### src/rtl/commit_store_buffer.sv
// In-order buffer of retired stores draining to data memory; frees store-queue entries on drain.
// Optional load forwarding from buffered stores is built when CSB_LOAD_FWD_EN is defined.
module commit_store_buffer #(
    parameter int ADDR_WIDTH  = 32,
    parameter int DATA_WIDTH  = 32,
    parameter int DEPTH       = 8,
    parameter int SQ_ID_WIDTH = 4
) (
    input  logic                      clk,
    input  logic                      rst,
    input  logic                      retire_store_valid,
    input  logic [SQ_ID_WIDTH-1:0]    retire_store_id,
    output logic [SQ_ID_WIDTH-1:0]    sq_rd_id,
    input  logic [ADDR_WIDTH-1:0]     sq_rd_addr,
    input  logic [DATA_WIDTH-1:0]     sq_rd_data,
    input  logic [DATA_WIDTH/8-1:0]   sq_rd_mask,
    output logic                      csb_full,
    output logic                      csb_empty,
    output logic [$clog2(DEPTH):0]    csb_count,
    output logic                      csb_overflow,
    output logic                      mem_req_valid,
    input  logic                      mem_req_ready,
    output logic [ADDR_WIDTH-1:0]     mem_req_addr,
    output logic [DATA_WIDTH-1:0]     mem_req_data,
    output logic [DATA_WIDTH/8-1:0]   mem_req_mask,
    output logic                      sq_release_valid,
    output logic [SQ_ID_WIDTH-1:0]    sq_release_id,
    input  logic [ADDR_WIDTH-1:0]     ld_addr,
    output logic [DATA_WIDTH-1:0]     fwd_data,
    output logic [DATA_WIDTH/8-1:0]   fwd_mask
);

    localparam int MASK_W = DATA_WIDTH / 8;
    localparam int PTR_W  = $clog2(DEPTH);
    localparam int CNT_W  = PTR_W + 1;

    logic [ADDR_WIDTH-1:0]  addr_q [DEPTH];
    logic [DATA_WIDTH-1:0]  data_q [DEPTH];
    logic [MASK_W-1:0]      mask_q [DEPTH];
    logic [SQ_ID_WIDTH-1:0] id_q   [DEPTH];

    logic [PTR_W-1:0]       head_q, head_d;
    logic [PTR_W-1:0]       tail_q, tail_d;
    logic [CNT_W-1:0]       count_q, count_d;
    logic                   overflow_q;
    logic                   rel_valid_q;
    logic [SQ_ID_WIDTH-1:0] rel_id_q;

    logic enq, deq;

    // Full comes from the registered count, so a same-cycle drain never frees a slot for retire.
    assign csb_full      = (count_q == CNT_W'(DEPTH));
    assign csb_empty     = (count_q == '0);
    assign csb_count     = count_q;
    assign csb_overflow  = overflow_q;
    assign sq_rd_id      = retire_store_id;

    assign enq           = retire_store_valid && !csb_full;
    assign mem_req_valid = !csb_empty;
    assign deq           = mem_req_valid && mem_req_ready;

    assign mem_req_addr  = addr_q[head_q];
    assign mem_req_data  = data_q[head_q];
    assign mem_req_mask  = mask_q[head_q];

    assign sq_release_valid = rel_valid_q;
    assign sq_release_id    = rel_id_q;

    always_comb begin
        head_d  = head_q;
        tail_d  = tail_q;
        count_d = count_q;
        if (enq) tail_d = tail_q + PTR_W'(1);
        if (deq) head_d = head_q + PTR_W'(1);
        case ({enq, deq})
            2'b10:   count_d = count_q + CNT_W'(1);
            2'b01:   count_d = count_q - CNT_W'(1);
            default: count_d = count_q;
        endcase
    end

    // NOTE: sequential state uses non-blocking assignments so every register samples pre-edge values.
    always_ff @(posedge clk) begin
        if (!rst) begin
            head_q      <= '0;
            tail_q      <= '0;
            count_q     <= '0;
            overflow_q  <= 1'b0;
            rel_valid_q <= 1'b0;
            rel_id_q    <= '0;
        end else begin
            head_q      <= head_d;
            tail_q      <= tail_d;
            count_q     <= count_d;
            overflow_q  <= overflow_q | (retire_store_valid & csb_full);
            rel_valid_q <= deq;
            if (deq) rel_id_q <= id_q[head_q];
        end
    end

    // NOTE: the entry array is not reset; count gates every read, so stale contents are never visible.
    always_ff @(posedge clk) begin
        if (enq) begin
            addr_q[tail_q] <= sq_rd_addr;
            data_q[tail_q] <= sq_rd_data;
            mask_q[tail_q] <= sq_rd_mask;
            id_q[tail_q]   <= retire_store_id;
        end
    end

`ifdef CSB_LOAD_FWD_EN
    logic [PTR_W-1:0] fwd_idx;
    logic             unused_ld_lo;

    assign unused_ld_lo = ^ld_addr[1:0];

    // Walk oldest to youngest so younger matching bytes overwrite older ones.
    always_comb begin
        fwd_data = '0;
        fwd_mask = '0;
        fwd_idx  = head_q;
        for (int i = 0; i < DEPTH; i++) begin
            fwd_idx = head_q + PTR_W'(i);
            if ((CNT_W'(i) < count_q) &&
                (addr_q[fwd_idx][ADDR_WIDTH-1:2] == ld_addr[ADDR_WIDTH-1:2])) begin
                for (int b = 0; b < MASK_W; b++) begin
                    if (mask_q[fwd_idx][b]) begin
                        fwd_data[8*b +: 8] = data_q[fwd_idx][8*b +: 8];
                        fwd_mask[b]        = 1'b1;
                    end
                end
            end
        end
    end
`else
    logic unused_ld_addr;

    assign unused_ld_addr = ^ld_addr;
    assign fwd_data       = '0;
    assign fwd_mask       = '0;
`endif

endmodule

### config.mk
export PLATFORM = sky130hd
export DESIGN_NAME = commit_store_buffer
export DESIGN_NICKNAME = d
export VERILOG_FILES = /design/src/rtl/commit_store_buffer.sv
export SDC_FILE = /design/constraint.sdc
export NUM_CORES = 1
export LEC_CHECK = 0
export ABC_AREA = 1
export CAP_MARGIN = 10
export CORE_MARGIN = 2
export CORE_UTILIZATION = 55
export DETAILED_ROUTE_END_ITERATION = 16
export GPL_TIMING_DRIVEN = 0
export PLACE_DENSITY = 0.74
export SLEW_MARGIN = 20
export SYNTH_ARGS = -nofsm -noshare
export SYNTH_HDL_FRONTEND = slang
export SYNTH_SLANG_ARGS = --single-unit
export TNS_END_PERCENT = 1
### constraint.sdc
create_clock -name clk -period 7.54 [get_ports clk]
set_input_delay 1.508 -clock clk [delete_from_list [all_inputs] [get_ports clk]]
set_output_delay 1.508 -clock clk [all_outputs]
set_load 0.01 [all_outputs]
Fig. 1: clock distribution
Bar = 50 um.
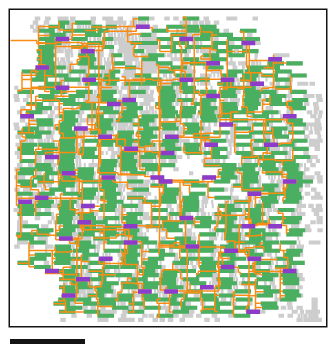
Key: purple = clock-net drivers [count 57]; orange = clock wires [length 6200 um]; green = flip-flops [count 595]
Position of the flops: spread over the die. There are 58 routed clock nets.

Fig. 2: placement by cell class
Bar = 50 um.
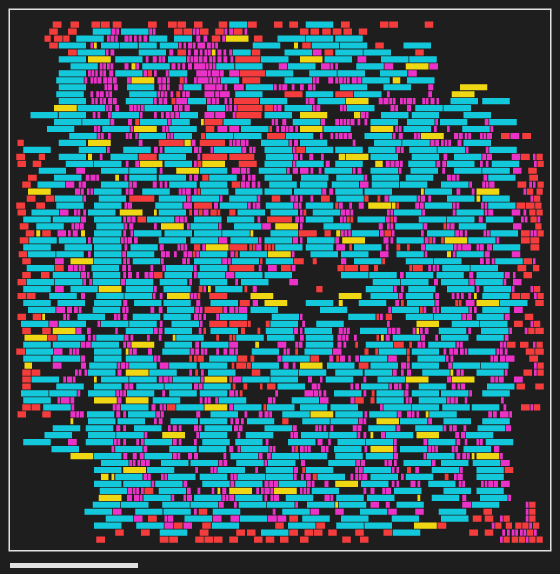
Key: yellow = clock drivers and dummy loads [cells 103, share of their area 6.3%]; red = remaining buffers and delay cells [cells 328, share of their area 11%]; magenta = remaining logic cells [cells 1106, share of their area 19%]; cyan = registers [cells 595, share of their area 64%]
core area: 42100 um^2
fin util: 0.674
Seq/total area: 0.622
# rows: 75
Finished Cell Area: 28400 um^2

==> Changelog: implementation <==
### Changed

- Full die area: approximately 45000 um^2
- Routability congestion estimate: ~0.8
- Status: complete, no violations
- CP max-delay cell: clkbuf_1
- Die Width: 211 um
- XOR/XNOR Fraction of Synth Area: 0.000743
- Floorplan core density: 0.560
- HPWL Detailed: 36100 um
- Clock Latency Late Sink: 0.61 ns
- Flops & latches, synth: 595
- Vias in the first global route: about 15000
- Via/cell ratio: 5.68
- Pwr dens: 324 nW/um^2
- VDD IR max: 0.000216 V
- Hold buffers post-CTS: 0
- Total CTS buffers: 57
- Delay-heaviest family, CP: buffers and inverters
- Die Y-Extent: between 200 and 250 um
- Cell depth of the worst flop-to-flop path: 7
- CP Cell Sequence: buf_2 > clkbuf_1 > clkbuf_1 > nand2_1 > nand2_1 > clkdlybuf4s50_1
- Clock power share: 0.291
- Tool warning count: 59
- Syn Std Cell Area: 23600 um^2
- Reg2reg start: csb_count[0]
- Routed Antenna Nets: 0
- Maxcap violations: 0
- Largest stage delay on the critical path: about 0.57 ns
- Resize count post-CTS: 0
- Largest net degree at the start of global routing: 24
- Synthesized area per cell: 13.0 um^2
- Switch Pwr: 2.84 mW
- Aggregate global routing overflow: 0
- TritonCTS clock tree: built
- Yosys aoi share: 0.0806
- Clock-pin slew on the worst setup and hold paths: 0.06 ns
- Min Tclk post-route: 4.67 ns
- Gr usage total: 0.252
- Bufs on Longest Clock Path: 3
- Final hold viol count: 0
- DR WL/cell: around 21 um
Fig. 3: selected gate families
Bar = 50 um.
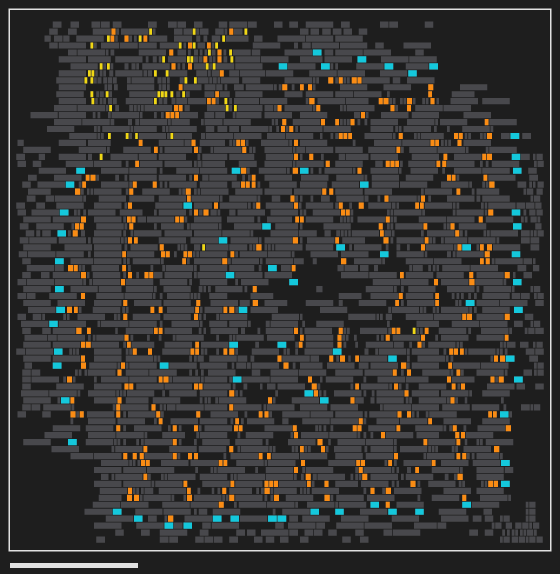
Key: yellow = inv cells [cells 48]; cyan = mux cells [cells 68, where spread over the die]; orange = aoi and oai cells [cells 363, where spread over the die]

## routing by layer
| metal | share of wire | global-route usage |
|---|---|---|
| met3 | 0.085 | 0.0449 |
| met2 | 0.49 | 0.412 |
| met5 | 0 | 0 |
| met4 | 0.026 | 0.0838 |
| met1 | 0.40 | 0.347 |
## metrics by stage
step	area, um^2	worst slack [ns]	power, mW
floorplan	23700	2.21	5.39
global placement	26000	-1.08	6.48
detailed placement	26700	3.11	6.57
CTS	28400	2.87	9.23
global route	28400	2.76	9.61
finish	28400	2.87	9.20
## flip-flops by register name (all words and copies together), names as in the netlist, named ones only
register / cells
addr_q: 256
csb_count: 4
csb_overflow: 1
data_q: 256
head_q: 3
id_q: 32
mask_q: 32
sq_release_id: 4
sq_release_valid: 1
tail_q: 3
## cell type report
class / instances / area share
Antenna cell: 5 / 0.000440
Buffer: 142 / 0.0290
Clock buffer: 67 / 0.0530
Clock inverter: 36 / 0.00828
Inverter: 48 / 0.00634
Multi-Input combinational cell: 1058 / 0.179
Sequential cell: 595 / 0.622
Tap cell: 539 / 0.0237
Timing Repair Buffer: 186 / 0.0778
## cell usage after synthesis
| library cell | instances | area [um^2] |
|---|---|---|
| edfxtp_1 | 576 | 17300 |
| nor2_1 | 287 | 1080 |
| nand2_1 | 263 | 987 |
| o21ai_0 | 250 | 1250 |
| mux2i_1 | 68 | 681 |
| o22ai_1 | 68 | 425 |
| buf_4 | 51 | 383 |
| clkbuf_1 | 51 | 191 |
| inv_1 | 43 | 161 |
| nand3_1 | 31 | 155 |
| o21ai_1 | 31 | 155 |
| buf_2 | 23 | 115 |
| dfxtp_1 | 19 | 380 |
| a21oi_1 | 14 | 70.1 |
| buf_1 | 8 | 30.0 |
| buf_6 | 8 | 90.1 |
| ha_1 | 5 | 62.6 |
| inv_2 | 3 | 11.3 |
| clkinv_1 | 2 | 7.51 |
| xnor2_1 | 2 | 17.5 |
| and3_1 | 1 | 6.26 |
| buf_8 | 1 | 15.0 |
| conb_1 | 1 | 3.75 |
| nor3_1 | 1 | 5.00 |
| nor3b_1 | 1 | 7.51 |
## cells by family (layout without fill, tap and decap cells)
logic type | after synthesis | count (layout)
other cells | 1 | 41
flops | 595 | 595
compound gates | 363 | 363
buf+inv | 190 | 479
xor+xnor | 2 | 2
simple gates | 584 | 584
fa+ha+maj | 5 | 5
mux | 68 | 68
## worst min-delay path, stage by stage, from the launching register on
cell,delay (ns)
dfxtp_1,0.31
inv_1,0.05
a21oi_1,0.05
## worst max path at each step
stage	from	to	depth (start not counted)
after detailed placement	retire_store_id[2]	sq_rd_id[2]	3
after CTS	flop	mem_req_addr[30]	8
after floorplan	retire_store_valid	addr_q[1][0]	4
final	flop	mem_req_data[15]	6
after global routing	flop	mem_req_data[16]	6
after global placement	retire_store_valid	addr_q[7][8]	5
## power groups by stage
stage          logic (mW)  clock network (mW)  registers, mW
2_1_floorplan        1.41                   0           3.98
3_3_place_gp         2.49                   0           4.00
3_5_place_dp         2.60                   0           3.96
4_1_cts              2.63                2.70           3.90
5_1_grt              2.86                2.84           3.91
6_report             2.62                2.68           3.90
Power and IR drop assume default switching activity.
